--- config.mk ---
export PLATFORM = sky130hd
export DESIGN_NAME = sprite_anim_indexer
export DESIGN_NICKNAME = d
export VERILOG_FILES = /design/src/rtl/sprite_anim_indexer.sv
export SDC_FILE = /design/constraint.sdc
export NUM_CORES = 1
export LEC_CHECK = 0
export ABC_AREA = 1
export ABC_CLOCK_PERIOD_IN_PS = 5050
export CORE_ASPECT_RATIO = 0.6
export CORE_MARGIN = 3
export CORE_UTILIZATION = 35
export CTS_BUF_LIST = sky130_fd_sc_hd__clkbuf_2 sky130_fd_sc_hd__clkbuf_4 sky130_fd_sc_hd__clkbuf_8
export DETAILED_ROUTE_END_ITERATION = 10
export GPL_ROUTABILITY_DRIVEN = 0
export HOLD_SLACK_MARGIN = 0.06
export REMOVE_ABC_BUFFERS = 1
export SLEW_MARGIN = 20
export SYNTH_ARGS = -nofsm -noshare
export SYNTH_HDL_FRONTEND = slang
export SYNTH_SLANG_ARGS = --single-unit
--- constraint.sdc ---
create_clock -name Clk -period 5.05 [get_ports Clk]
set_clock_uncertainty 0.15 [all_clocks]
set_input_delay 1.01 -clock Clk [delete_from_list [all_inputs] [get_ports Clk]]
set_output_delay 1.01 -clock Clk [all_outputs]
set_load 0.005 [all_outputs]
--- src/rtl/sprite_anim_indexer.sv ---
`default_nettype none
// ============================================================================
// Module      : sprite_anim_indexer
// Description : Sprite palette-index fetch stage. Tests the VGA scan position
//               against a sprite box, forms the index-ROM address (with
//               optional horizontal mirror and animation-frame offset) and
//               registers the 4-bit palette index plus an opaque flag.
//               An IDLE/PLAY state machine steps the animation frames on
//               frame_tick. Pipeline: DrawX -> index is 3 clocks.
//               Build option: define SPRITE_ANIM_LOOP_EN for a looping
//               animation; leave it undefined for one-shot playback.
// Revision    : 1.0 - initial release
// ============================================================================
module sprite_anim_indexer #(
    parameter int SPR_W           = 64,
    parameter int SPR_H           = 96,
    parameter int N_FRAMES        = 4,
    parameter int TICKS_PER_FRAME = 5,
    parameter int ADDR_W          = 15
) (
    input  logic              Clk,
    input  logic              Reset,
    input  logic [9:0]        DrawX,
    input  logic [9:0]        DrawY,
    input  logic              blank,
    input  logic              frame_tick,
    input  logic              start,
    input  logic              flip,
    input  logic [9:0]        pos_x,
    input  logic [9:0]        pos_y,
    output logic [ADDR_W-1:0] rom_addr,
    input  logic [3:0]        rom_q,
    output logic [3:0]        index,
    output logic              opaque,
    output logic              busy,
    output logic              done
);

    localparam int c_FRAME_W = (N_FRAMES > 1) ? $clog2(N_FRAMES) : 1;
    localparam int c_TICK_W  = (TICKS_PER_FRAME > 1) ? $clog2(TICKS_PER_FRAME) : 1;

    localparam logic [c_FRAME_W-1:0] c_LAST_FRAME = c_FRAME_W'(N_FRAMES - 1);
    localparam logic [c_TICK_W-1:0]  c_LAST_TICK  = c_TICK_W'(TICKS_PER_FRAME - 1);

    localparam logic [0:0] c_IDLE = 1'b0;
    localparam logic [0:0] c_PLAY = 1'b1;

    // FSM state and animation counters
    logic [0:0]           r_state;
    logic [0:0]           w_state_next;
    logic [c_FRAME_W-1:0] r_frame;
    logic [c_FRAME_W-1:0] w_frame_next;
    logic [c_TICK_W-1:0]  r_tick_cnt;
    logic [c_TICK_W-1:0]  w_tick_next;
    logic                 r_done;
    logic                 w_done_next;

    // Values latched on frame_tick so a scan never sees them change mid-frame
    logic [9:0]           r_pos_x;
    logic [9:0]           r_pos_y;
    logic                 r_flip;
    logic [c_FRAME_W-1:0] r_frame_l;

    // Pixel pipeline
    logic [10:0]          w_col;
    logic [10:0]          w_row;
    logic                 w_in_box;
    logic [ADDR_W-1:0]    w_addr;
    logic                 r_vis_d1;
    logic                 r_vis_d2;

    // State register: FSM state, frame/tick counters and registered done
    always_ff @(posedge Clk) begin
        if (Reset) begin
            r_state    <= c_IDLE;
            r_frame    <= '0;
            r_tick_cnt <= '0;
            r_done     <= 1'b0;
        end else begin
            r_state    <= w_state_next;
            r_frame    <= w_frame_next;
            r_tick_cnt <= w_tick_next;
            r_done     <= w_done_next;
        end
    end

    // Next-state logic: start leaves IDLE (a coincident tick is not counted);
    // in PLAY each frame_tick advances the tick/frame counters
    always_comb begin
        w_state_next = r_state;
        w_frame_next = r_frame;
        w_tick_next  = r_tick_cnt;
        w_done_next  = 1'b0;
        case (r_state)
            c_IDLE: begin
                w_frame_next = '0;
                w_tick_next  = '0;
                if (start) begin
                    w_state_next = c_PLAY;
                end
            end
            c_PLAY: begin
                if (frame_tick) begin
                    if (r_tick_cnt == c_LAST_TICK) begin
                        w_tick_next = '0;
                        if (r_frame == c_LAST_FRAME) begin
                            w_done_next  = 1'b1;
                            w_frame_next = '0;
`ifdef SPRITE_ANIM_LOOP_EN
                            w_state_next = c_PLAY;
`else
                            w_state_next = c_IDLE;
`endif
                        end else begin
                            w_frame_next = r_frame + 1'b1;
                        end
                    end else begin
                        w_tick_next = r_tick_cnt + 1'b1;
                    end
                end
            end
            default: begin
                w_state_next = c_IDLE;
            end
        endcase
    end

    // Output logic: busy mirrors PLAY, so it drops in the cycle done is high
    always_comb begin
        busy = (r_state == c_PLAY);
        done = r_done;
    end

    // Latch position, mirror and the frame about to be shown on frame_tick.
    // The post-update frame is taken so the new frame appears in the next scan.
    always_ff @(posedge Clk) begin
        if (Reset) begin
            r_pos_x   <= '0;
            r_pos_y   <= '0;
            r_flip    <= 1'b0;
            r_frame_l <= '0;
        end else if (frame_tick) begin
            r_pos_x   <= pos_x;
            r_pos_y   <= pos_y;
            r_flip    <= flip;
            r_frame_l <= w_frame_next;
        end
    end

    // Box test and address: 11-bit signed offsets, a set sign bit means left/above
    // the box; the address is formed at 32 bits and truncated to ADDR_W
    always_comb begin
        w_col    = {1'b0, DrawX} - {1'b0, r_pos_x};
        w_row    = {1'b0, DrawY} - {1'b0, r_pos_y};
        w_in_box = !w_col[10] && (w_col < 11'(SPR_W)) &&
                   !w_row[10] && (w_row < 11'(SPR_H));
        w_addr   = ADDR_W'(32'(r_frame_l) * 32'(SPR_W * SPR_H)
                         + 32'(w_row) * 32'(SPR_W)
                         + (r_flip ? (32'(SPR_W - 1) - 32'(w_col)) : 32'(w_col)));
    end

    // Pixel pipeline: address + visibility, ROM latency, then index/opaque
    always_ff @(posedge Clk) begin
        if (Reset) begin
            rom_addr <= '0;
            r_vis_d1 <= 1'b0;
            r_vis_d2 <= 1'b0;
            index    <= 4'h0;
            opaque   <= 1'b0;
        end else begin
            rom_addr <= w_in_box ? w_addr : '0;
            r_vis_d1 <= w_in_box & blank;
            r_vis_d2 <= r_vis_d1;
            index    <= r_vis_d2 ? rom_q : 4'h0;
            opaque   <= r_vis_d2 && (rom_q != 4'h0);
        end
    end

endmodule
`default_nettype wire

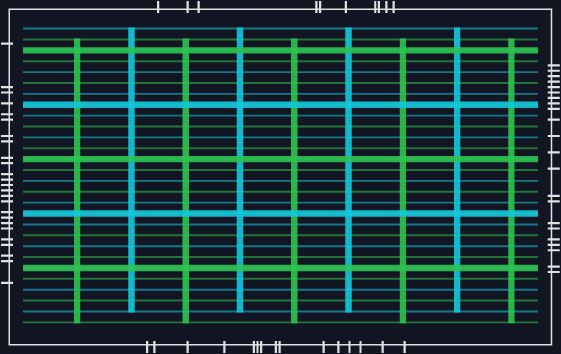
**Above:** PDN straps and rails.
Drawn at 4 px/um. Pins as bars on the die edge.
Green marks VSS. Cyan marks VDD.
9 straps on met4. The core has 27 rows. 5 straps on met5.
Placeable Area: 0.00946 mm^2
die outline height: 83.5 um
horizontal die dimension: 135 um
maximum resistive drop on vdd: 119 uV

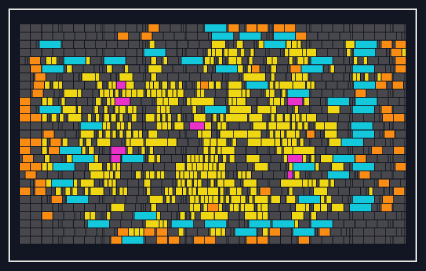
**Above:** cells coloured by class.
Drawn at 3 px/um. Fill, decap, tap and diode cells in grey.
Cyan marks flops, cells 52, share of their area 24%. Yellow marks all other logic, cells 411, share of their area 56%. Orange marks other buffers and delay cells, cells 74, share of their area 17%. Magenta marks clock drivers and dummy loads, cells 8, share of their area 2.1%.
final core utilization: 0.470
std cell rows: 27
final standard cell area without fillers: 0.00444 mm^2
sequential share of cell area: 0.234

==> run notes <==
run results: result of the run=finished clean, Seq power=0.431 mW, number of cell instances after yosys synthesis=472, global-route wire length before repair=13700 um, ratio of final minimum period to clock period=0.938, antenna viol nets, final=0, Core Util at FP=0.371, Slowest Stage Delay on Critical Path=0.49 ns, final hold vios=0, number of global-route vias before repair=2923, Comb gates=325, multi-input gate share of the layout cell area=0.471, grt met2 use=0.202, post-route non-filler standard cell count=675, clock period minus worst slack=4.74 ns, most frequent logic cell in the layout=sky130_fd_sc_hd__inv_1, top layer in use=met4, Synth Area in Simple Gates=0.246, critical path data required time=5.10 ns, AND-OR/OR-AND Cells, Area Fraction=0.126, area fraction of the dominant cell type after synthesis=0.297, pin count of the biggest net entering global routing=40, Top non-seq family=simple AND/OR/NAND/NOR gates, count of pins on the block boundary=72, met1 track utilization from global routing=0.237, Yosys warning total=0, xor+xnor area frac=0.0550, number of synthesized register bits=52, max capacitance violation total=0, Most common reg cell=sky130_fd_sc_hd__dfxtp_1, post-cts gate resize count=0, post-synthesis sequential area ratio=0.297, P_comb=0.535 mW, share of final layout cell area taken by clock buffers and inverters=0.0206, global-route usage over all layers=0.148, most heavily used metal layer in global routing=met1, library cell contributing the largest single delay on the critical path=sky130_fd_sc_hd__fa_1, sequential cells=52, total half-perimeter wirelength after legalization and detailed placement=6550 um, FF/Latch Area=0.00104 mm^2, aggregate negative setup slack=0 ns, Cell area leaders=sky130_fd_sc_hd__dfxtp_1, sky130_fd_sc_hd__ha_1, sky130_fd_sc_hd__inv_1, number of warnings in the stage logs=27, Layout Nets=638, Critical Path Fanout Max=4, chip area=0.0113 mm^2, sum of met3 wire segment lengths after detailed routing=478 um, EDFF count, synth=0, total count of max-transition violations in the final report=0, sequential share of power=0.355, max_slew headroom=0.631, portion of total power attributed to the clock network=0.206, CTS tree=yes, largest area contributor in the netlist=sky130_fd_sc_hd__dfxtp_1, drt wl/cell=11.9 um, synthesized instance count=472, root cell of the clock tree=sky130_fd_sc_hd__clkbuf_8, Main power group=combinational logic, ratio of cells with drive above 1 in the final layout=0.0789, total number of H-tree levels=2, combined buffer and inverter count along the critical path=5, Clock Sinks=52, post-synthesis async set-or-reset flop share=0, DRT iter0 DRCs=138, Static Leak=2.05 nW, endpoint arrival time on the critical path=4.79 ns, met3 global-route usage=0.0325, diode insertion count for antenna repair=0, setup repair after global routing missed its margin=false, detailed-routing iteration count for the pre-antenna-repair pass=5, number of tap cells added at floorplan=130, deepest clock path buffer count=2, final routed DRC violation total=0, mean instance size in the synthesized netlist=7.43 um^2, Synth cell types=27, count leader, synth=sky130_fd_sc_hd__inv_1, worst-margin pin slew=0.553 ns, category of the most critical setup path=in -> reg, total cell area at the placement stage=0.00435 mm^2, cell family with most CP delay=simple AND/OR/NAND/NOR gates, biggest cell category by area in the final layout=combinational gates
-- state kept, by name (all words and copies together), names as in the netlist --
| register | flops |
|---|---|
| opaque | 1 |
| done | 1 |
| index | 4 |
| r_tick_cnt | 3 |
| r_vis_d1 | 1 |
| r_flip | 1 |
| busy | 1 |
| r_frame_l | 2 |
| r_pos_x | 10 |
| r_frame | 2 |
| r_pos_y | 10 |
| r_vis_d2 | 1 |
| rom_addr | 15 |
-- path summary, 6_finish.rpt --
path              start           end  depth (start not counted)
max            DrawX[0]  rom_addr[14]                         26
min            r_vis_d1      r_vis_d2                          2
max reg2reg  r_pos_x[0]  rom_addr[14]                         24
min reg2reg    r_vis_d1      r_vis_d2                          2
Power figures rest on the tool's default switching activity, not on a simulated workload.
